--- config.mk ---
export PLATFORM = sky130hd
export DESIGN_NAME = cp0_unit
export DESIGN_NICKNAME = d
export VERILOG_FILES = /design/src/rtl/cp0_pkg.sv /design/src/rtl/cp0_unit.sv
export SDC_FILE = /design/constraint.sdc
export NUM_CORES = 1
export LEC_CHECK = 0
export CAP_MARGIN = 40
export CORE_UTILIZATION = 48
export CTS_BUF_LIST = sky130_fd_sc_hd__clkbuf_8
export CTS_CLUSTER_DIAMETER = 60
export CTS_CLUSTER_SIZE = 8
export DETAILED_ROUTE_END_ITERATION = 10
export PLACE_DENSITY = 0.86
export RECOVER_POWER = 100
export SLEW_MARGIN = 20
export SYNTH_ARGS = -nofsm -noshare
export SYNTH_HDL_FRONTEND = slang
export SYNTH_SLANG_ARGS = --single-unit
export TNS_END_PERCENT = 1
--- constraint.sdc ---
create_clock -name clk -period 4.7 [get_ports clk]
set_input_delay 1.175 -clock clk [delete_from_list [all_inputs] [get_ports clk]]
set_output_delay 1.175 -clock clk [all_outputs]
set_load 0.01 [all_outputs]
--- src/rtl/cp0_pkg.sv ---
// Shared CP0 constants: register numbers, exception codes and SR/Cause field positions.
// Imported by cp0_unit and by the execute stage's exception-code generation.
package cp0_pkg;

  localparam logic [4:0] REG_SR    = 5'd12;
  localparam logic [4:0] REG_CAUSE = 5'd13;
  localparam logic [4:0] REG_EPC   = 5'd14;
  localparam logic [4:0] REG_PRID  = 5'd15;

  localparam logic [4:0] EXC_INT  = 5'd0;
  localparam logic [4:0] EXC_ADEL = 5'd4;
  localparam logic [4:0] EXC_ADES = 5'd5;
  localparam logic [4:0] EXC_RI   = 5'd10;
  localparam logic [4:0] EXC_OV   = 5'd12;

  localparam int SR_IE        = 0;
  localparam int SR_EXL       = 1;
  localparam int SR_IM_LO     = 10;
  localparam int CAUSE_EXC_LO = 2;
  localparam int CAUSE_IP_LO  = 10;
  localparam int CAUSE_BD     = 31;

endpackage

--- src/rtl/cp0_unit.sv ---
// Coprocessor-0 exception/interrupt responder at the end of the M stage.
// Holds SR, Cause, EPC and PRId and serves mfc0, mtc0 and eret.
module cp0_unit
  import cp0_pkg::*;
#(
  parameter logic [31:0] PRID = 32'h0000_1920
) (
  input  logic        clk,
  input  logic        reset,
  input  logic [4:0]  A1,
  input  logic [4:0]  A2,
  input  logic [31:0] DIn,
  input  logic        WE,
  input  logic [31:0] PC,
  input  logic        BDIn,
  input  logic [6:2]  ExcCodeIn,
  input  logic [7:2]  HWInt,
  input  logic        EXLClr,
  output logic        IntReq,
  output logic [31:0] EPCOut,
  output logic [31:0] DOut
);

  logic [5:0]  sr_im;
  logic        sr_exl;
  logic        sr_ie;
  logic        cause_bd;
  logic [5:0]  cause_ip;
  logic [4:0]  cause_exc;
  logic [31:0] epc;

  logic        int_pend;
  logic        exc_pend;
  logic [31:0] epc_base;
  logic [31:0] epc_next;
  logic [31:0] sr_word;
  logic [31:0] cause_word;

  assign int_pend = sr_ie & (|(HWInt & sr_im));
  assign exc_pend = |ExcCodeIn;
  assign IntReq   = ~sr_exl & (int_pend | exc_pend);

  // A delay-slot instruction restarts at its branch, one word earlier (wraps modulo 2^32).
  assign epc_base = PC & ~32'd3;
  assign epc_next = BDIn ? epc_base - 32'd4 : epc_base;

  always_comb begin
    sr_word = '0;
    sr_word[SR_IM_LO +: 6] = sr_im;
    sr_word[SR_EXL]        = sr_exl;
    sr_word[SR_IE]         = sr_ie;
  end

  always_comb begin
    cause_word = '0;
    cause_word[CAUSE_BD]           = cause_bd;
    cause_word[CAUSE_IP_LO +: 6]   = cause_ip;
    cause_word[CAUSE_EXC_LO +: 5]  = cause_exc;
  end

  // Register block: a taken request cancels the M instruction, so its mtc0 is dropped.
  always_ff @(posedge clk) begin
    if (reset) begin
      sr_im     <= '0;
      sr_exl    <= 1'b0;
      sr_ie     <= 1'b0;
      cause_bd  <= 1'b0;
      cause_ip  <= '0;
      cause_exc <= '0;
      epc       <= '0;
    end else begin
      cause_ip <= HWInt;
      if (IntReq) begin
        sr_exl    <= 1'b1;
        cause_bd  <= BDIn;
        cause_exc <= int_pend ? EXC_INT : ExcCodeIn;
        epc       <= epc_next;
      end else begin
        if (WE) begin
          case (A2)
            REG_SR: begin
              sr_im  <= DIn[SR_IM_LO +: 6];
              sr_exl <= DIn[SR_EXL];
              sr_ie  <= DIn[SR_IE];
            end
            REG_EPC: epc <= DIn & ~32'd3;
            default: ;
          endcase
        end
        if (EXLClr) sr_exl <= 1'b0;
      end
    end
  end

  assign EPCOut = epc;

  always_comb begin
    DOut = '0;
    case (A1)
      REG_SR:    DOut = sr_word;
      REG_CAUSE: DOut = cause_word;
      REG_EPC:   DOut = epc;
      REG_PRID:  DOut = PRID;
      default:   DOut = '0;
    endcase
  end

endmodule

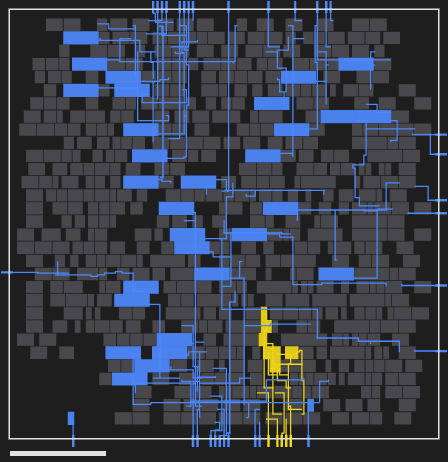
(port wiring)
Bar = 20 µm.
- blue: EPCOut (bits 32; direction output; end cells 32; buffers 30; wire 1320 µm)
- yellow: ExcCodeIn (bits 5; direction input; end cells 7; buffers 5; wire 136 µm)
PortBufs: 150
IO Count: 155

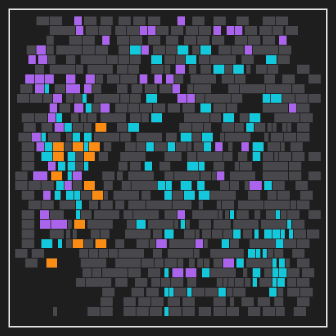
(gate-type map)
- purple: AND and OR gates (cells 57; where spread over the die)
- cyan: NOR gates (cells 93)
- orange: XOR/XNOR gates (cells 13; where middle left)
multi-input gate share of total cell area: 45.60%
fin cells: 668
Top cell excl fill/tap: clkdlybuf4s50_1

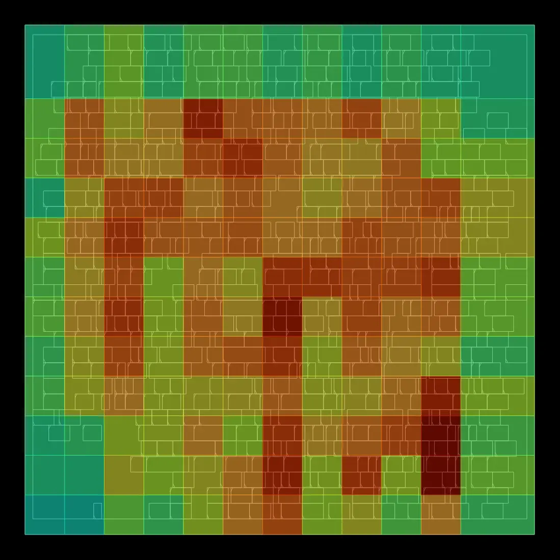
(routing congestion)
Total Routing Usage GR: 31.93%
Post-Route Utilization: 72.33%
Routed WL per cell: 19.06 µm

==> flow_metrics.tcl <==
# metrics dict for downstream scripts
set metrics [dict create \
    grt_pass1_vias 3841 \
    slew_viol_final 0 \
    adder_share_pct 0.3465 \
    edf_count 0 \
    path_class "in2out" \
    gr-total-overflow 0 \
    root_buffer "clkbuf_8" \
    r2r_slack_ps 1710 \
    final_hold_viol_count 0 \
    cts_resized 0 \
    ys_area_um2 3611 \
    skew_ps 9.237 \
    gp_congestion 0.9035 \
    post_cts_buffers 0 \
    synth.avg_cell_area_um2 8.188 \
    top_cell "dfxtp_1" \
    fmax_mhz 229.1 \
    cp-end-kind "output pin" \
    arrival_ps 3190 \
    synth_cells 441 \
    antennaDiodeCount 0 \
    nNetsFinal 660 \
    worst_pin_slew_ps 1433 \
    drv_cap 0 \
    outcome "completed" \
    fp_util_pct 49.78 \
    setup-violations-final 0 \
    synth_cell_types 53 \
    hpwlAfterDp_um 9601 \
    mux_share_pct 4.990 \
    layout-drive-gt1-share_pct 5.624 \
    drc_errors 0 \
    via_per_inst 6.436 \
    cts_max_level 2 \
    top_area_cell "dfxtp_1" \
    path_cells "clkdlybuf4s50_1, nor2b_1, nor2b_1, clkbuf_2, and2_1, dlygate4sd3_1" \
    area_delta_synth_final_pct 45.29 \
    slowest_stage "dlygate4sd3_1" \
    numCtsBuffers 5 \
    drtAntennaViolNets 0 \
    critPathLaunchType "primary input" \
    r2r_end "sr_ie" \
    synth-async-reset-ratio_pct 0 \
    rr_worst_depth 4 \
    fin_crit_sh_pct 92.87 \
    yosys_warnings 0 \
    synth.logic.top_family "simple AND/OR/NAND/NOR gates" \
    antenna_found_initial 0 \
    cts_tree "yes" \
    tns_ps 0 \
    num_rows 31 \
    drt-initial-drc-count 363 \
    synth_seq_share_pct 27.72 \
    hold_class "reg2reg" \
    routed_wl_um 12730 \
    top_cell_area_share_pct 27.72 \
    num_vias 4299 \
    crit_required_ps 3520 \
    crit_path_end "DOut[18]" \
    ff_type "dfxtp_1" \
    grt_pass1_wl_um 19510 \
    ys_sh_xor_pct 3.153 \
    rsz0062_at_grt "no" \
    cp-startpoint "A1[1]" \
    ys_cells 441 \
    crit_top_cell "nor2b_1" \
    drtPass1Iterations 5 \
    pwr_density_cell_nw_per_um2 200.6 \
    synth-compound-area-share_pct 25.43 \
    min_period_ps 4365 \
    leakage_nw 1.779 \
    cts_hold_buffers 0 \
    insertion_delay_ps 310 \
    numSynthFlops 50 \
    die_h_um 88.74 \
    ys_sh_simple_pct 31.81 \
    cts.clk_slew.worst_paths_ps 100 \
    hold-worst-slack_ps 483.2 \
    path_max_fanout 17 \
]
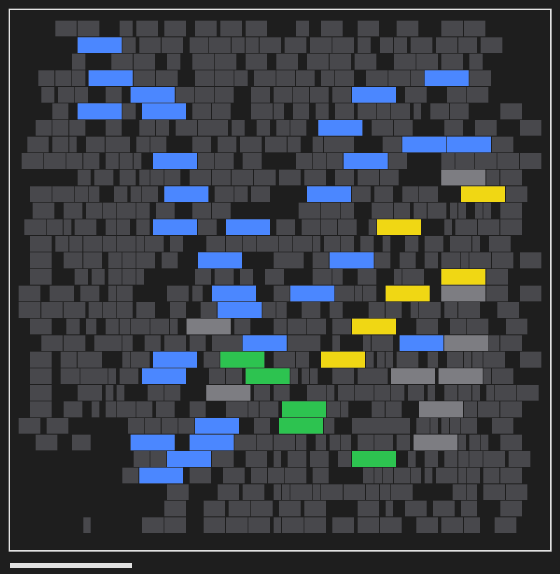
(sequential cells colored by netlist name)
Bar = 20 µm.
- green: cause_exc (flops 5; where bottom center)
- blue: EPCOut (flops 30)
- yellow: sr_im (flops 6; where middle right)
- not colored: 9
Seq/total area: 19.08%
area occupied by registers: 1001 µm²
Power Sequential: 0.000483 W

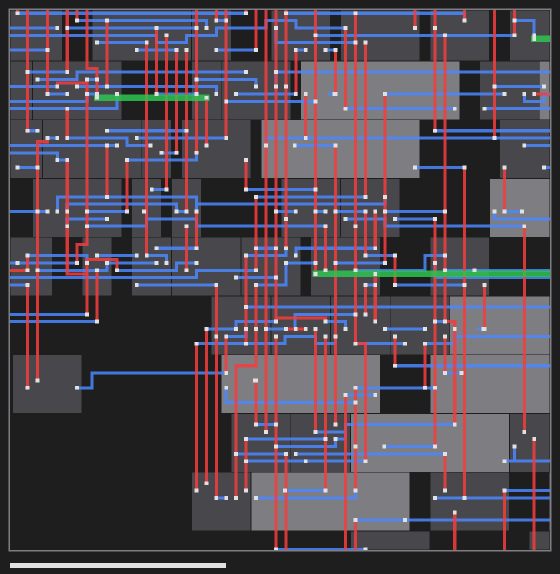
(close-up of the layout)
Bar = 10 µm. Window x 10 to 35, y 10 to 35 µm. Cells in gray, sequential cells in the stronger gray; small squares are vias.
- red: metal 2
- blue: metal 1
- green: metal 3
- most frequent: a211oi_1 (12), dfxtp_1 (7), mux2i_1 (3)
- sequential cells in the window: 7
- cells with their middle in the window: 43
- netlist names of flops here include: EPCOut (7)

final cells by class:
class,count,area [µm²]
Timing Repair Buffer,166,1612
Inverter,9,33.78
Clock inverter,2,15.01
Clock buffer,5,68.82
Tap cell,99,123.9
Multi-Input combinational cell,337,2392
Sequential cell,50,1001
Fill cell,568,2007
how the worst min path moves through the flow:
stage	from	end	slack, ps	cells after the start
3_5_place_dp	sr_im[1]	sr_im[1]	470	2
6_report	sr_im[1]	sr_im[1]	480	2
4_1_cts	sr_im[1]	sr_im[1]	480	2
3_3_place_gp	sr_ie	sr_ie	440	2
5_1_grt	sr_im[1]	sr_im[1]	500	2
2_1_floorplan	sr_ie	sr_ie	430	2
stage by stage:
step / cell area, µm² / setup WS, ps / total power [W] / std cells
after floorplan: 3615 / 986.6 / 0.0006327 / 442
after global placement: 5175 / 551.1 / 0.0008092 / 660
after detailed placement: 5175 / 504.2 / 0.0008197 / 660
after CTS: 5259 / 502.4 / 0.001061 / 667
after global routing: 5246 / 227.7 / 0.001094 / 668
final: 5246 / 335.3 / 0.001052 / 668
flip-flops by register name, summed over array words and instances (netlist names):
signal,cells
EPCOut,30
cause_ip,6
sr_im,6
cause_exc,5
cause_bd,1
sr_exl,1
sr_ie,1
cells by family (layout without fill, tap and decap cells):
group | after synthesis | in the layout
adder cells (fa/ha/maj) | 1 | 1
AND-OR/OR-AND | 122 | 122
AND/OR/NAND/NOR | 181 | 181
multiplexers | 18 | 18
XOR/XNOR | 13 | 13
other | 1 | 2
flip-flops | 50 | 50
buffers and inverters | 55 | 182
cells in the final DEF (no fill, tap or decap), types with 3 or more instances in the layout:
cell,Yosys,routed
dfxtp_1,50,50
clkdlybuf4s50_1,0,91
a31oi_1,14,14
o41ai_1,18,18
a211oi_1,23,23
o31a_1,23,23
a21oi_1,12,11
and2_1,18,14
or2_2,3,3
nor2b_1,11,11
or3_1,9,9
or3b_2,4,4
xor2_1,5,5
nor4b_1,24,24
a22oi_1,8,8
and2_0,0,4
buf_4,2,10
dlygate4sd3_1,0,59
nor2_1,25,25
clkbuf_1,37,4
nor4_1,22,22
clkbuf_8,0,5
inv_1,9,9
o21ai_0,4,4
nand2_1,16,16
mux2i_1,18,18
o31ai_1,9,9
o21a_1,3,3
nor3_1,7,9
or4_1,17,17
nand3_1,5,5
xnor2_1,8,8
nand4_1,5,5
routing by layer:
metal	up-vias	global-route usage, %	wire length (µm)
li1	1988	-	-
met1	2014	44.52	5273
met2	270	51.47	5980
met3	27	4.198	1159
met4	0	9.384	316
met5	-	0	0
power by group:
| part | switching (W) | total (W) | internal [W] | leakage [nW] |
|---|---|---|---|---|
| Sequential | 0.0000275 | 0.000483 | 0.000456 | 0.414 |
| Clock | 0.000146 | 0.000248 | 0.000102 | 0.0362 |
| Combinational | 0.000151 | 0.000322 | 0.000170 | 1.33 |
| Total | 0.000325 | 0.00105 | 0.000728 | 1.78 |
worst max-delay path, delay by kind of cell:
family | cells | cell delay, ps
and+or+nand+nor | 3 | 560
buffers and inverters | 3 | 1460
Power and IR drop assume default switching activity.
